$ cat config.mk
export PLATFORM = sky130hd
export DESIGN_NAME = spi_slave
export DESIGN_NICKNAME = d
export VERILOG_FILES = /design/src/rtl/spi_slave.sv
export SDC_FILE = /design/constraint.sdc
export NUM_CORES = 1
export LEC_CHECK = 0
export CAP_MARGIN = 40
export CELL_PAD_IN_SITES_DETAIL_PLACEMENT = 0
export CELL_PAD_IN_SITES_GLOBAL_PLACEMENT = 1
export CORE_MARGIN = 10
export CORE_UTILIZATION = 42
export CTS_CLUSTER_DIAMETER = 60
export DETAILED_ROUTE_END_ITERATION = 8
export GPL_TIMING_DRIVEN = 0
export PLACE_DENSITY_LB_ADDON = 0.1
export SETUP_SLACK_MARGIN = 0.3
export SKIP_LAST_GASP = 1
export SLEW_MARGIN = 5
export SYNTH_ARGS = -nofsm -noshare
export SYNTH_HDL_FRONTEND = slang
export SYNTH_SLANG_ARGS = --single-unit
$ cat constraint.sdc
create_clock -name clk -period 2.7 [get_ports clk]
set_input_delay 0.27 -clock clk [delete_from_list [all_inputs] [get_ports clk]]
set_output_delay 0.27 -clock clk [all_outputs]
set_load 0.005 [all_outputs]
$ cat src/rtl/spi_slave.sv
// SPI responder: oversampled sclk/cs_n/mosi, one-deep transmit holding register, all CPOL/CPHA modes.
// Optional `SPI_SLAVE_FRAME_ERR_EN adds frame_err_o (truncated word or transmit underrun).
module spi_slave #(
   parameter int unsigned          DATA_WIDTH = 16,
   parameter bit                   CPOL       = 1'b0,
   parameter bit                   CPHA       = 1'b0,
   parameter bit                   LSB_FIRST  = 1'b0,
   parameter logic [DATA_WIDTH-1:0] IDLE_FILL = '0
) (
   input  logic                  clk,
   input  logic                  rst,
   input  logic                  sclk_i,
   input  logic                  cs_n_i,
   input  logic                  mosi_i,
   output logic                  miso_o,
   output logic                  miso_oe_o,
   input  logic [DATA_WIDTH-1:0] tx_data_i,
   input  logic                  tx_valid_i,
   output logic                  tx_ready_o,
   output logic [DATA_WIDTH-1:0] rx_data_o,
   output logic                  rx_valid_o,
   output logic                  active_o
`ifdef SPI_SLAVE_FRAME_ERR_EN
   ,
   output logic                  frame_err_o
`endif
);

   localparam int unsigned CntW = $clog2(DATA_WIDTH + 1);

   typedef enum logic [0:0] {StIdle, StFrame} state_e;

   function automatic logic first_bit(input logic [DATA_WIDTH-1:0] w);
      return LSB_FIRST ? w[0] : w[DATA_WIDTH-1];
   endfunction

   function automatic logic [DATA_WIDTH-1:0] shift_out(input logic [DATA_WIDTH-1:0] w);
      return LSB_FIRST ? (w >> 1) : (w << 1);
   endfunction

   function automatic logic [DATA_WIDTH-1:0] shift_in(input logic [DATA_WIDTH-1:0] r,
                                                      input logic b);
      return LSB_FIRST ? {b, r[DATA_WIDTH-1:1]} : {r[DATA_WIDTH-2:0], b};
   endfunction

   // Synchronizers and edge history
   logic sclk_s1_q, sclk_s2_q, sclk_h_q;
   logic cs_s1_q, cs_s2_q, cs_h_q;
   logic mosi_s1_q, mosi_s2_q;
   logic [1:0] fill_q, fill_d;
   logic armed_q, armed_d;

   state_e                state_q, state_d;
   logic [CntW-1:0]       bit_cnt_q, bit_cnt_d;
   logic [DATA_WIDTH-1:0] tx_sr_q, tx_sr_d;
   logic [DATA_WIDTH-1:0] rx_sr_q, rx_sr_d;
   logic                  miso_q, miso_d;
   logic [DATA_WIDTH-1:0] rx_data_q, rx_data_d;
   logic                  rx_valid_q, rx_valid_d;
   logic [DATA_WIDTH-1:0] hold_q, hold_d;
   logic                  hold_full_q, hold_full_d;
`ifdef SPI_SLAVE_FRAME_ERR_EN
   logic                  frame_err_q, frame_err_d;
   logic                  underrun_q, underrun_d;
`endif

   logic                  sclk_lead, sclk_trail, sample_edge, drive_edge;
   logic                  cs_fall, cs_rise, load_word;
   logic [DATA_WIDTH-1:0] tx_word, rx_next;

   assign sclk_lead   = (sclk_s2_q != CPOL) && (sclk_h_q == CPOL);
   assign sclk_trail  = (sclk_s2_q == CPOL) && (sclk_h_q != CPOL);
   assign sample_edge = CPHA ? sclk_trail : sclk_lead;
   assign drive_edge  = CPHA ? sclk_lead : sclk_trail;
   assign cs_fall     = cs_h_q && !cs_s2_q;
   assign cs_rise     = !cs_h_q && cs_s2_q;
   assign tx_word     = hold_full_q ? hold_q : IDLE_FILL;
   assign rx_next     = shift_in(rx_sr_q, mosi_s2_q);

   always_comb begin
      fill_d      = (fill_q == 2'd3) ? fill_q : fill_q + 2'd1;
      // Only arm once the synchronizer holds real pin data and cs_n has been seen high,
      // so a cs_n held low across reset never opens a frame.
      armed_d     = armed_q || (fill_q[1] && cs_s2_q);
      state_d     = state_q;
      bit_cnt_d   = bit_cnt_q;
      tx_sr_d     = tx_sr_q;
      rx_sr_d     = rx_sr_q;
      miso_d      = miso_q;
      rx_data_d   = rx_data_q;
      rx_valid_d  = 1'b0;
      hold_d      = hold_q;
      hold_full_d = hold_full_q;
      load_word   = 1'b0;
`ifdef SPI_SLAVE_FRAME_ERR_EN
      frame_err_d = 1'b0;
      underrun_d  = underrun_q;
`endif

      unique case (state_q)
         StIdle: begin
            miso_d    = 1'b0;
            bit_cnt_d = '0;
            if (cs_fall && armed_q) begin
               state_d   = StFrame;
               load_word = 1'b1;
            end
         end
         StFrame: begin
            if (cs_rise) begin
               state_d   = StIdle;
               miso_d    = 1'b0;
               bit_cnt_d = '0;
               rx_sr_d   = '0;
`ifdef SPI_SLAVE_FRAME_ERR_EN
               frame_err_d = (bit_cnt_q != '0);
               underrun_d  = 1'b0;
`endif
            end else begin
               // CPHA=0: the trailing edge right after a reload would skip the new first bit
               if (drive_edge && !(!CPHA && bit_cnt_q == '0)) begin
                  miso_d  = first_bit(tx_sr_q);
                  tx_sr_d = shift_out(tx_sr_q);
               end
               if (sample_edge) begin
                  rx_sr_d   = rx_next;
                  bit_cnt_d = bit_cnt_q + 1'b1;
`ifdef SPI_SLAVE_FRAME_ERR_EN
                  if (bit_cnt_q == '0 && underrun_q) begin
                     frame_err_d = 1'b1;
                     underrun_d  = 1'b0;
                  end
`endif
                  if (bit_cnt_q == CntW'(DATA_WIDTH - 1)) begin
                     rx_data_d  = rx_next;
                     rx_valid_d = 1'b1;
                     bit_cnt_d  = '0;
                     load_word  = 1'b1;
                  end
               end
            end
         end
         default: state_d = StIdle;
      endcase

      if (load_word) begin
         if (!CPHA) begin
            miso_d  = first_bit(tx_word);
            tx_sr_d = shift_out(tx_word);
         end else begin
            tx_sr_d = tx_word;
         end
         hold_full_d = 1'b0;
`ifdef SPI_SLAVE_FRAME_ERR_EN
         // Underrun is reported when the filler word actually starts clocking out
         underrun_d = !hold_full_q;
`endif
      end

      if (tx_valid_i && !hold_full_q) begin
         hold_d      = tx_data_i;
         hold_full_d = 1'b1;
      end
   end

   always_ff @(posedge clk) begin
      if (rst) begin
         sclk_s1_q   <= CPOL;
         sclk_s2_q   <= CPOL;
         sclk_h_q    <= CPOL;
         cs_s1_q     <= 1'b1;
         cs_s2_q     <= 1'b1;
         cs_h_q      <= 1'b1;
         mosi_s1_q   <= 1'b0;
         mosi_s2_q   <= 1'b0;
         fill_q      <= 2'd0;
         armed_q     <= 1'b0;
         state_q     <= StIdle;
         bit_cnt_q   <= '0;
         tx_sr_q     <= '0;
         rx_sr_q     <= '0;
         miso_q      <= 1'b0;
         rx_data_q   <= '0;
         rx_valid_q  <= 1'b0;
         hold_q      <= '0;
         hold_full_q <= 1'b0;
`ifdef SPI_SLAVE_FRAME_ERR_EN
         frame_err_q <= 1'b0;
         underrun_q  <= 1'b0;
`endif
      end else begin
         sclk_s1_q   <= sclk_i;
         sclk_s2_q   <= sclk_s1_q;
         sclk_h_q    <= sclk_s2_q;
         cs_s1_q     <= cs_n_i;
         cs_s2_q     <= cs_s1_q;
         cs_h_q      <= cs_s2_q;
         mosi_s1_q   <= mosi_i;
         mosi_s2_q   <= mosi_s1_q;
         fill_q      <= fill_d;
         armed_q     <= armed_d;
         state_q     <= state_d;
         bit_cnt_q   <= bit_cnt_d;
         tx_sr_q     <= tx_sr_d;
         rx_sr_q     <= rx_sr_d;
         miso_q      <= miso_d;
         rx_data_q   <= rx_data_d;
         rx_valid_q  <= rx_valid_d;
         hold_q      <= hold_d;
         hold_full_q <= hold_full_d;
`ifdef SPI_SLAVE_FRAME_ERR_EN
         frame_err_q <= frame_err_d;
         underrun_q  <= underrun_d;
`endif
      end
   end

   assign miso_o     = miso_q;
   assign miso_oe_o  = (state_q == StFrame);
   assign active_o   = (state_q == StFrame);
   assign tx_ready_o = !hold_full_q;
   assign rx_data_o  = rx_data_q;
   assign rx_valid_o = rx_valid_q;
`ifdef SPI_SLAVE_FRAME_ERR_EN
   assign frame_err_o = frame_err_q;
`endif

endmodule

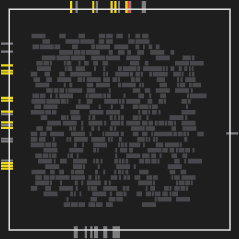
run_1/pinout.png
Scale: 2 px per um. Pins as bars across the die edge, other pins in gray.
| color | port | pins | direction | edge |
|---|---|---|---|---|
| red | sclk_i | 1 | input | north |
| yellow | rx_data_o | 16 | output | 11 west, 5 north |
all pins by edge: 18 west, 12 north, 12 south, 1 east
Chip Width: 110 um
Die Span Y: 110 um
IO buf count: 41

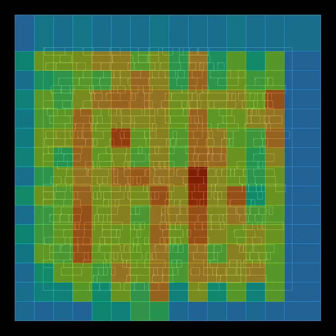
run_1/congestion_map.png
drt wl/cell: 15.8 um
GRT Resource Usage Total: 14.3%
met1 usage: 18.5%

==> deck_impl_summary.md, run 1 <==
Flow Results at a Glance

Critical path
  • End of the critical path: rx_data_o[10]$_SDFFE_PP0P_
  • Critical Path Stages: 6
  • Bufs and invs on worst path: 1
  • CP delay by family, top: simple AND/OR/NAND/NOR gates
  • Slowest CP cell: nor4_4
  • R2R Setup Slk: 0.52 ns
  • Critical-path maximum fanout: 10
  • CP arrival: 2.43 ns
  • FF-to-FF path depth: 6
  • CP required: 2.95 ns

Min path
  • Hold path start: cs_s1_q$_SDFF_PP1_

CTS
  • Maximum clock insertion buffer count: 2
  • CTS Hold Bufs: 0
  • CTS Root Cell: clkbuf_8
  • H-tree levels: 3
  • PostCTS Resize Cnt: 0

Cells and area
  • Clk tree area frac: 4.93%
  • Layout cells sized above 1: 9.26%
  • Logic share of the area: 36.2%
  • Final Non-Filler Cells: roughly 520
  • Final net count: 441
  • Area growth syn-to-layout: 22.0%
  • Layout fillers: 772
  • Registers: 82
  • Most frequent cells in the layout: dfxtp_1 (82), nand2_1 (53), clkdlybuf4s50_1 (41)
  • Mi-comb count: 233
  • Multi-input logic area: 1490 um2
  • Clock buffer count: 10

Die
  • Core Density at Floorplan: 43.4%
  • Core Footprint: about 7800 um2
  • Chip area: 12000 um2

Power and ir drop
  • Combinational gate power: 0.000167 W
  • P_seq: 0.00126 W
  • Sw frac: between 20% and 30%
  • Pwr Density: 569 nW/um2
  • Power Internal: 0.00177 W
  • Total power draw: 0.00234 W
  • Top Consumer: registers
  • Worst vdd ir: 0.319 mV
  • Clock group: 0.000912 W

Run
  • Max-cap violations: 0
  • Tool Warnings: 27

Global route
  • Vias in the first global route: 2761
  • First-pass GRT wire length: 13800 um
  • Grt total ovfl: 0
  • Largest net degree at the start of global routing: 15
  • Initial antenna violation count: 0

Drt
  • Wl on met1: about 3900 um
  • Detail Route met3 WL: 422 um
  • Final antenna-violating net count: 0
  • Via density: 5.37

Placement
  • DP Area: a little under 4000 um2
  • Routability cong.: 0.791
  • Dpl hpwl: about 5900 um
  • Post-Place Worst Slack: 0.478 ns

Yosys
  • Post-synthesis simple-gate area fraction: 17.7%
  • Synthesized cell area: approximately 3400 um2
  • Seq share, synth: 48.7%
  • Top cells by count: dfxtp_1 (82), nand2_1 (53), nor2_1 (29), a21oi_1 (21), clkbuf_1 (19)
  • Yosys Chip Area: 3370 um2
  • Yosys warns: 0
  • Yosys aoi share: between 20% and 30%
  • Syn Inst Count: 364
  • Top cells by area: dfxtp_1 (49%), nand2_1 (5.9%), a22o_1 (3.9%), a311oi_1 (3.9%), o32ai_1 (3.6%)
  • Most frequent cell after synthesis: dfxtp_1
  • Flip-flops with a built-in enable: 0
  • Synth cell types: 38
  • Yosys top cell by area: dfxtp_1
  • Xor/xnor share: 0.520%

Timing
  • Post-route minimum period: ~2.2 ns
  • Setup TNS: 0 ns
  • RSZ-0062 raised after global routing: false
  • Fin Hold WS: 0.415 ns
  • Final slew viol count: 0
  • Hold Vio Cnt, Final: 0
  • Slew HR: between 40 and 50%
  • Setup violations, final: 0

Run status
  • Status: finished clean
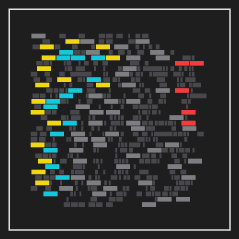
run_1/ff_map.png
Scale: 2 px per um.
| color | name in the netlist | sequential cells |
|---|---|---|
| yellow | rx_data_o | 16 |
| red | bit_cnt_q | 5 |
| cyan | rx_sr_q | 15 |
Seq area share: 39.9%
Core Util, Final: 52.9%
Flop area: 1640 um2

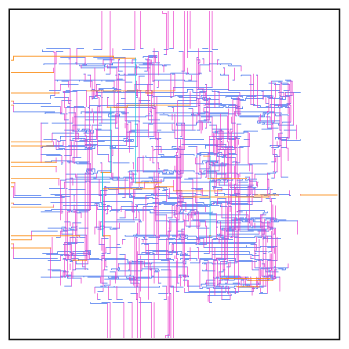
run_1/layers.png
Scale: 3 px per um.
| color | layer | wire length |
|---|---|---|
| orange | M3 | 423 um |
| cyan | M4 | 111 um |
| blue | M1 | 3920 um |
| magenta | M2 | 3820 um |
Post-Route WL: 8280 um
vias post-DR: 2810

run_1/port_trees.png
Scale: 3 px per um.
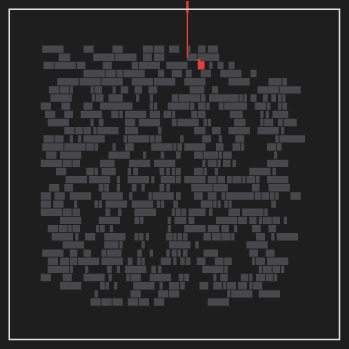

==> inputs of run 2 (changes only) <==
--- a/config.mk
+++ b/config.mk
@@ -9,7 +9,7 @@
 export CELL_PAD_IN_SITES_DETAIL_PLACEMENT = 0
 export CELL_PAD_IN_SITES_GLOBAL_PLACEMENT = 1
 export CORE_MARGIN = 10
-export CORE_UTILIZATION = 42
+export CORE_UTILIZATION = 38
 export CTS_CLUSTER_DIAMETER = 60
 export DETAILED_ROUTE_END_ITERATION = 8
 export GPL_TIMING_DRIVEN = 0
==> constraint.sdc (replaced) <==
create_clock -name clk -period 1.8 [get_ports clk]
set_input_delay 0.18 -clock clk [delete_from_list [all_inputs] [get_ports clk]]
set_output_delay 0.18 -clock clk [all_outputs]
set_load 0.005 [all_outputs]
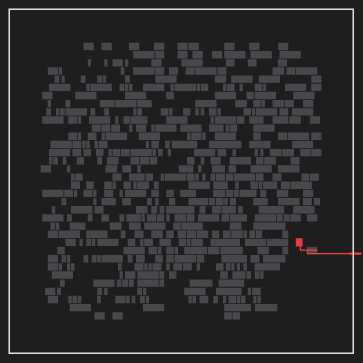
run_2/port_trees.png
Scale: 3 px per um.
| color | port | bits | direction | edge | end cells | buffers | wire |
|---|---|---|---|---|---|---|---|
| red | sclk_i | 1 | input | east | 1 | 1 | 25.0 um |
Top Ports: 43

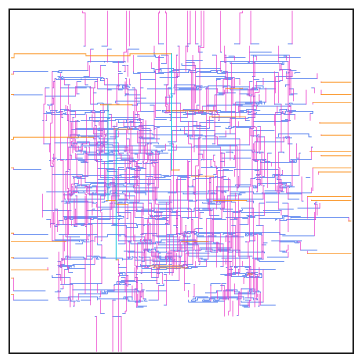
run_2/layers.png
Scale: 3 px per um.
| color | layer | wire length |
|---|---|---|
| magenta | M2 | 4250 um |
| cyan | M4 | 114 um |
| blue | M1 | 4070 um |
| orange | M3 | 373 um |
vias post-DR: 2936
drt wl/cell: 15.6 um
Post-Route WL: 8810 um

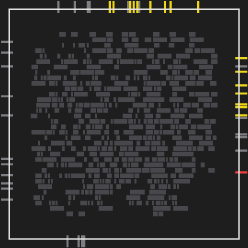
run_2/pinout.png
Scale: 2 px per um. Pins as bars across the die edge, other pins in gray.
| color | port | pins | direction | edge |
|---|---|---|---|---|
| yellow | rx_data_o | 16 | output | 9 north, 7 east |
| red | sclk_i | 1 | input | east |
all pins by edge: 15 north, 13 east, 11 west, 4 south
Die Span Y: 114 um
Chip Width: 114 um

==> deck_impl_summary.md, run 2 <==
Flow Results at a Glance

Die
  • Chip area: 13000 um2
  • Core Footprint: just under 9000 um2

CTS
  • CTS Root Cell: clkbuf_8
  • PostCTS Resize Cnt: 54
  • Maximum clock insertion buffer count: 2
  • H-tree levels: 3

Run status
  • Status: finished, violations left
  • Failing checks: negative setup slack

Yosys
  • Yosys Chip Area: between 3000 and 4000 um2
  • Yosys aoi share: between 20% and 30%
  • Synthesized cell area: 3370 um2
  • Flip-flops with a built-in enable: 0
  • Most frequent cell after synthesis: dfxtp_1
  • Post-synthesis simple-gate area fraction: 17.7%
  • Seq share, synth: 48.7%
  • Syn Inst Count: 364
  • Yosys warns: 0
  • Xor/xnor share: less than 1%
  • Synth cell types: 38
  • Yosys top cell by area: dfxtp_1
  • Top cells by area: dfxtp_1 (49%), nand2_1 (5.9%), a22o_1 (3.9%), a311oi_1 (3.9%), o32ai_1 (3.6%)

Global route
  • GRT Resource Usage Total: 13.2%
  • Largest net degree at the start of global routing: 16
  • Grt total ovfl: 0
  • Vias in the first global route: 2850
  • First-pass GRT wire length: 14200 um
  • Initial antenna violation count: 0

Cells and area
  • Final Non-Filler Cells: 565
  • Core Util, Final: 53.6%
  • Clock buffer count: 9
  • Logic share of the area: 34.2%
  • Layout cells sized above 1: 23.4%
  • Layout fillers: 855
  • Clk tree area frac: 4.79%
  • Most frequent cells in the layout: dfxtp_1 (75), nand2_1 (52), clkdlybuf4s50_1 (38)
  • Registers: 82
  • Multi-input logic area: 1590 um2
  • Area growth syn-to-layout: 37.9%

Placement
  • DP Area: 3950 um2
  • Dpl hpwl: around 5700 um
  • Routability cong.: 0.771
  • IO buf count: 41
  • Post-Place Worst Slack: -0.369 ns

Timing
  • RSZ-0062 raised after global routing: true
  • Fin Hold WS: 0.372 ns
  • Post-route minimum period: approximately 1.9 ns
  • Setup violations, final: 31
  • Setup slack after layout: -0.0884 ns

Power and ir drop
  • Combinational gate power: 0.000297 W
  • Clock group: roughly 0.0015 W
  • P_seq: 0.00188 W
  • Power Internal: 0.00279 W
  • Pwr Density: 790 nW/um2
  • Total power draw: 0.00367 W
  • Worst vdd ir: 0.432 mV
  • Top Consumer: registers

Critical path
  • Bufs and invs on worst path: 3
  • R2R Setup Slk: -0.09 ns
  • Critical-path maximum fanout: 5
  • Critical Path Stages: 7
  • End of the critical path: tx_sr_q[7]$_SDFFE_PP0P_

Drt
  • Via density: 5.20
  • Detail Route met3 WL: 373 um
  • Final antenna-violating net count: 0

Run
  • Max-cap violations: 0

Min path
  • Hold path start: tx_data_i[5]
Power figures rest on the tool's default switching activity, not on a simulated workload.
